[src/rtl/otter_pkg.sv]
// otter_pkg: types shared by the OTTER control unit and the instruction decoder.
//   opcode_t        - RV32I major opcodes (instruction[6:0])
//   funct3_system_t - funct3 values used in the SYSTEM opcode space
//   cu_state_t      - control-unit FSM state encoding
package otter_pkg;

  typedef enum logic [6:0] {
    OP_LOAD   = 7'b0000011,
    OP_IMM    = 7'b0010011,
    OP_AUIPC  = 7'b0010111,
    OP_STORE  = 7'b0100011,
    OP_REG    = 7'b0110011,
    OP_LUI    = 7'b0110111,
    OP_BRANCH = 7'b1100011,
    OP_JALR   = 7'b1100111,
    OP_JAL    = 7'b1101111,
    OP_SYSTEM = 7'b1110011
  } opcode_t;

  typedef enum logic [2:0] {
    F3_MRET   = 3'b000,
    F3_CSRRW  = 3'b001,
    F3_CSRRS  = 3'b010,
    F3_CSRRC  = 3'b011,
    F3_CSRRWI = 3'b101,
    F3_CSRRSI = 3'b110,
    F3_CSRRCI = 3'b111
  } funct3_system_t;

  typedef enum logic [1:0] {
    ST_FETCH     = 2'b00,
    ST_EXEC      = 2'b01,
    ST_WB        = 2'b10,
    ST_INTERRUPT = 2'b11
  } cu_state_t;

endpackage

[src/rtl/otter_cu_fsm.sv]
// otter_cu_fsm: multicycle control unit for the OTTER RV32I core.
// Sequences FETCH -> EXEC -> (WB) -> (INTERRUPT) -> FETCH and produces the
// write/read enables for the datapath as combinational functions of the state.
// Ports:
//   CLK, RST (async, active-high)
//   CU_OPCODE[6:0], CU_FUNC3[2:0] - fields of the fetched instruction
//   INTR      - pending interrupt (already MIE-qualified)
//   MEM_READY - data-memory read data valid
//   PC_WRITE, REG_WRITE, MEM_RDEN1, MEM_RDEN2, MEM_WE2, CSR_WE,
//   INT_TAKEN, MRET_EXEC - control strobes
module otter_cu_fsm
  import otter_pkg::*;
(
  input  logic       CLK,
  input  logic       RST,
  input  logic [6:0] CU_OPCODE,
  input  logic [2:0] CU_FUNC3,
  input  logic       INTR,
  input  logic       MEM_READY,
  output logic       PC_WRITE,
  output logic       REG_WRITE,
  output logic       MEM_RDEN1,
  output logic       MEM_RDEN2,
  output logic       MEM_WE2,
  output logic       CSR_WE,
  output logic       INT_TAKEN,
  output logic       MRET_EXEC
);

  cu_state_t state_q;
  cu_state_t state_d;
  opcode_t   opcode_s;

  logic pc_write_s;
  logic reg_write_s;
  logic mem_rden1_s;
  logic mem_rden2_s;
  logic mem_we2_s;
  logic csr_we_s;
  logic int_taken_s;
  logic mret_exec_s;

  assign opcode_s = opcode_t'(CU_OPCODE);

  // State register; reset lands in FETCH without waiting for a clock.
  always_ff @(posedge CLK or posedge RST) begin
    if (RST) begin
      state_q <= ST_FETCH;
    end else begin
      state_q <= state_d;
    end
  end

  // Next-state and control-strobe decode.
  always_comb begin
    state_d     = state_q;
    pc_write_s  = 1'b0;
    reg_write_s = 1'b0;
    mem_rden1_s = 1'b0;
    mem_rden2_s = 1'b0;
    mem_we2_s   = 1'b0;
    csr_we_s    = 1'b0;
    int_taken_s = 1'b0;
    mret_exec_s = 1'b0;

    case (state_q)
      ST_FETCH: begin
        mem_rden1_s = 1'b1;
        state_d     = ST_EXEC;
      end

      ST_EXEC: begin
        // INTR is sampled here only for non-load instructions; loads defer
        // the decision to the end of WB.
        if (opcode_s == OP_LOAD) begin
          mem_rden2_s = 1'b1;
          state_d     = ST_WB;
        end else begin
          pc_write_s = 1'b1;
          state_d    = INTR ? ST_INTERRUPT : ST_FETCH;
          case (opcode_s)
            OP_STORE: mem_we2_s = 1'b1;
            OP_LUI, OP_AUIPC, OP_REG, OP_IMM, OP_JAL, OP_JALR: reg_write_s = 1'b1;
            OP_SYSTEM: begin
              // mret completes here; any pending INTR is taken next cycle,
              // so MRET_EXEC and INT_TAKEN can never overlap.
              if (CU_FUNC3 == F3_MRET) begin
                mret_exec_s = 1'b1;
              end else begin
                csr_we_s    = 1'b1;
                reg_write_s = 1'b1;
              end
            end
            // BRANCH and unknown opcodes only advance the PC.
            default: ;
          endcase
        end
      end

      ST_WB: begin
        // Wait indefinitely for load data; INTR is ignored while stalled.
        if (MEM_READY) begin
          reg_write_s = 1'b1;
          pc_write_s  = 1'b1;
          state_d     = INTR ? ST_INTERRUPT : ST_FETCH;
        end else begin
          state_d = ST_WB;
        end
      end

      ST_INTERRUPT: begin
        int_taken_s = 1'b1;
        pc_write_s  = 1'b1;
        state_d     = ST_FETCH;
      end

      default: state_d = ST_FETCH;
    endcase
  end

  // Reset masks every strobe so an abandoned WB/INTERRUPT emits no pulse.
  assign PC_WRITE  = pc_write_s  & ~RST;
  assign REG_WRITE = reg_write_s & ~RST;
  assign MEM_RDEN1 = mem_rden1_s & ~RST;
  assign MEM_RDEN2 = mem_rden2_s & ~RST;
  assign MEM_WE2   = mem_we2_s   & ~RST;
  assign CSR_WE    = csr_we_s    & ~RST;
  assign INT_TAKEN = int_taken_s & ~RST;
  assign MRET_EXEC = mret_exec_s & ~RST;

endmodule

[config.mk]
export PLATFORM = sky130hd
export DESIGN_NAME = otter_cu_fsm
export DESIGN_NICKNAME = d
export VERILOG_FILES = /design/src/rtl/otter_pkg.sv /design/src/rtl/otter_cu_fsm.sv
export SDC_FILE = /design/constraint.sdc
export NUM_CORES = 1
export LEC_CHECK = 0
export CAP_MARGIN = 15
export CORE_AREA = 2 2 39 41
export CTS_CLUSTER_DIAMETER = 100
export CTS_CLUSTER_SIZE = 28
export DETAILED_ROUTE_END_ITERATION = 8
export DIE_AREA = 0 0 41 43
export DONT_BUFFER_PORTS = 1
export PLACE_DENSITY_LB_ADDON = 0.15
export REMOVE_ABC_BUFFERS = 1
export SLEW_MARGIN = 20
export SYNTH_ARGS = -nofsm -noshare
export SYNTH_HDL_FRONTEND = slang
export SYNTH_SLANG_ARGS = --single-unit
[constraint.sdc]
create_clock -name CLK -period 2.7 [get_ports CLK]
set_input_delay 0.81 -clock CLK [delete_from_list [all_inputs] [get_ports CLK]]
set_output_delay 0.81 -clock CLK [all_outputs]
set_load 0.02 [all_outputs]
==> results.ini, run 1 <==
[logic_synthesis]
dominantRegCellSynth = dfrtp_1
common_cells = ha_1 (5), inv_1 (4), nand2_1 (3), nor3b_1 (3)
yosys.area.top_type = ha_1
ys_sh_mux = 0
ys_types = 22
yosys_warnings = 0
synth_flop_count = 2
ys_sh_xor = 0
syn_area_sq_um = 313
syn_area_per_cell_sq_um = 8.02
ys_top_logic_family = simple AND/OR/NAND/NOR gates
ys_sh_simple = 0.396
top_cell = ha_1

[worst_setup_path]
r2r_setup_slack_ns = 1.42
setup.worst_path.start = CU_FUNC3[1]
required_ns = 1.89
r2r_cells = 4
start_kind = primary input
worstSetupPathType = in -> out
slowest_delay_ns = 0.37
crit_path_end_kind = primary output

[final_timing]
fin_skew_ns = 0.00541
max_slew_margin = 0.729
rsz0062_at_grt = no
whs_ns = 0.377
tightest_slew_ns = 0.405
fmax_mhz = 379
finalSetupViolations = 0
final_max_slew_viol_count = 0
finalCritPeriodShare = 0.976

[flow_run]
cap_violations = 0

[clocking]
clock-sinks = 2
clock-root-buffer = clkbuf_4
post_cts_resized = 0
clk_pin_slew_ns = 0.03
h-tree-depth = 1
insertion_delay_ns = 0.22

[layout]
fin_nets = 68
num-clock-buffers = 3
combGateArea_sq_um = 248
num-nonclk-inverters = 4
largest_register_ffs = 2
clkCellAreaFrac = 0.0573
buffer_area_frac = 0.0955
comb_cells = 33
diodes = 0
stdcell_count = 63

[floorplanning]
ioPinCount = 22
rows = 14
core_area_sq_um = 1380

[power_and_ir_drop]
leakagePower_nw = 0.176
powerDensity_nw_per_um2 = 777
finalPower_mw = 0.305
seq_power_share = 0.191
p_int_mw = 0.172
p_comb_frac = 0.597

[run_status]
status = finished clean

[global_route]
first_global_vias = 353
antenna_found_initial = 0
grtUsageMet1 = 0.116
grt_max_degree = 7
grt_pass1_wl_mm = 1.29
use_met2 = 0.175
top_usage_layer = met2

[route]
routed_wl_um = 810
drt-initial-drc-count = 5
ant_nets = 0

[placed_design]
dp.cells = 60

-- run 1: critical path: cells and delay by family --
family                 cells  cell delay (ns)
buffers and inverters      1             0.16
AND/OR/NAND/NOR            2             0.44
AND-OR/OR-AND              2             0.42
-- run 1: layout by cell type, fill, tap and decap left out, drive strengths merged, types with 2 or more instances in the layout --
| master | synthesis | final |
|---|---|---|
| a31oi | 2 | 2 |
| buf | 0 | 5 |
| clkbuf | 0 | 3 |
| dfrtp | 2 | 2 |
| ha | 5 | 5 |
| inv | 4 | 4 |
| nand2 | 3 | 3 |
| nand3 | 2 | 2 |
| nor2 | 2 | 2 |
| nor2b | 2 | 2 |
| nor3 | 2 | 2 |
| nor3b | 3 | 3 |
**Run 1: cell classes on the final placement**

Fill, decap, tap and diode cells in gray.
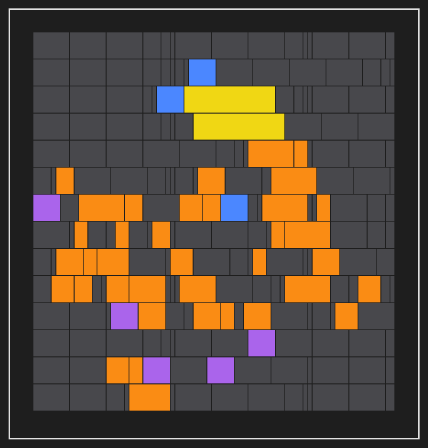
class	color	cells
remaining logic cells	orange	37
clock-net drivers	blue	3
remaining buffers and delay cells	purple	5
sequential cells	yellow	2

**Run 1: routed metal per tile**

Bar = 10 um. 8 x 9 tiles, from black (low) to pale yellow (high), scaled to the fullest tile. Values are wire area over tile area, all layers added.
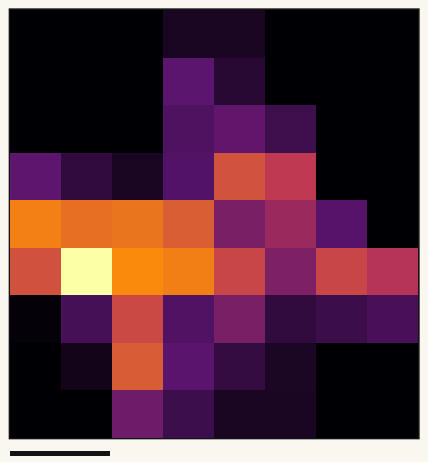
fullest tile	0.36
emptiest ninth of the die	north-west
densest ninth of the die	west
tiles over half the peak	19%
vias post-DR: 327
gr usage total: 0.105
drt wl/cell: 12.9 um

**Run 1: cell outlines without signal wires**

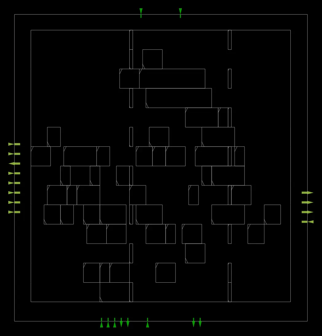
final core utilization: 0.284
sequential share of cell area: 0.127
tap cells: 16

==> run 2: changes to the inputs <==
--- a/config.mk
+++ b/config.mk
@@ -7,7 +7,7 @@
 export LEC_CHECK = 0
 export CAP_MARGIN = 15
 export CORE_AREA = 2 2 39 41
-export CTS_CLUSTER_DIAMETER = 100
+export CTS_CLUSTER_DIAMETER = 40
 export CTS_CLUSTER_SIZE = 28
 export DETAILED_ROUTE_END_ITERATION = 8
 export DIE_AREA = 0 0 41 43
**Run 2: metal layers overlaid**

Bar = 10 um. Only two layers are drawn.
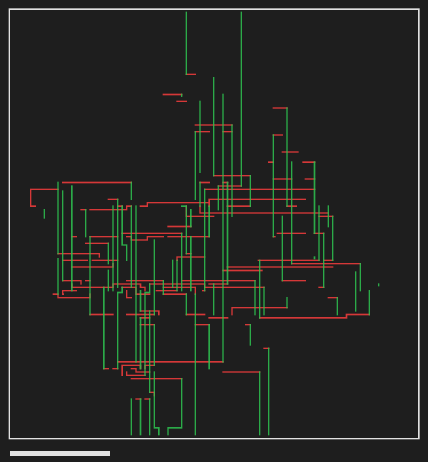
layer	color	wire length
M2	green	438 um
M1	red	289 um
DRT Wirelength: 810 um

**Run 2: cell outlines without signal wires**

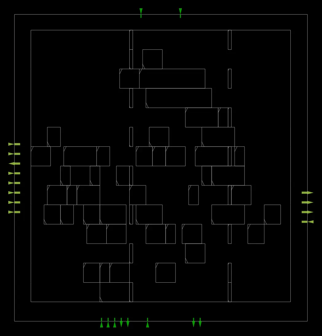
Fill cells: 157
Row Count: 14
final cell count without fillers: 63
sequential cell count: 2

==> run 2 against run 1 <==
Against the previous run: sequential power about the same; die size unchanged; setup slack unchanged; fmax unchanged; worst hold slack unchanged; core utilization unchanged; synthesized cell count unchanged; sequential cell count unchanged; largest cell class unchanged; highest routed layer unchanged.
==> results.ini, run 2 <==
[run_status]
status = finished clean  ; unchanged

[power_and_ir_drop]
seq_power_share = 0.191  ; about the same
finalPower_mw = 0.305  ; unchanged
p_comb_frac = 0.597  ; about the same
leakagePower_nw = 0.176  ; unchanged
powerDensity_nw_per_um2 = 777  ; unchanged

[clocking]
clock-root-buffer = clkbuf_4  ; unchanged
post_cts_resized = 0  ; unchanged
clk_pin_slew_ns = 0.03  ; about the same
clock-sinks = 2  ; unchanged

[worst_setup_path]
slowest_delay_ns = 0.37  ; about the same
worstSetupPathType = in -> out  ; unchanged
setup.worst_path.start = CU_FUNC3[1]  ; unchanged
required_ns = 1.89  ; about the same
path_buffers = 1  ; unchanged
crit_cells = 5  ; unchanged
crit_path_end_kind = primary output  ; unchanged
r2r_setup_slack_ns = 1.42  ; about the same

[final_timing]
max_slew_margin = 0.729  ; unchanged
fmax_mhz = 379  ; unchanged
fin_skew_ns = 0.00541  ; unchanged

[flow_run]
cap_violations = 0  ; unchanged

[logic_synthesis]
top_cell = ha_1  ; unchanged
ys_sh_simple = 0.396  ; unchanged
ys_sh_xor = 0  ; unchanged
ys_sh_mux = 0  ; unchanged
syn_area_sq_um = 313  ; unchanged
yosys.area.top_type = ha_1  ; unchanged
ys_top_logic_family = simple AND/OR/NAND/NOR gates  ; unchanged
yosys_warnings = 0  ; unchanged
synth_flop_count = 2  ; unchanged

[placed_design]
dp.cells = 60  ; unchanged

[global_route]
first_global_vias = 353  ; unchanged

[route]
drt-wirelength-per-cell_um = 12.9  ; unchanged
dr_total_vias = 327  ; unchanged
drt-initial-drc-count = 5  ; unchanged

[layout]
fin_nets = 68  ; unchanged
diodes = 0  ; unchanged

[floorplanning]
core_area_sq_um = 1380  ; unchanged

## run 2: cell counts after synthesis
Identical to the previous run, type by type.
## run 2: cell type report
class                           instances  area, sq um
Fill cell                             157          991
Multi-Input combinational cell         33          248
Sequential cell                         2         50.0
Timing Repair Buffer                    5         37.5
Clock buffer                            3         22.5
Tap cell                               16         20.0
Inverter                                4         15.0
## run 2: how the worst max path moves through the flow
stage                     slack, ns         to
after global placement         0.09  REG_WRITE
after global routing          0.007  REG_WRITE
after CTS                      0.06  REG_WRITE
after detailed placement       0.07  REG_WRITE
after floorplan                0.03  REG_WRITE
final                          0.06  REG_WRITE
## run 2: layer usage
layer	routed length (um)	up-vias	track usage
li1	-	158	-
met2	438	14	0.175
met5	0	-	0
met1	288	155	0.116
met4	0	0	0.0400
met3	83	0	0.0366
Power and IR drop assume default switching activity.
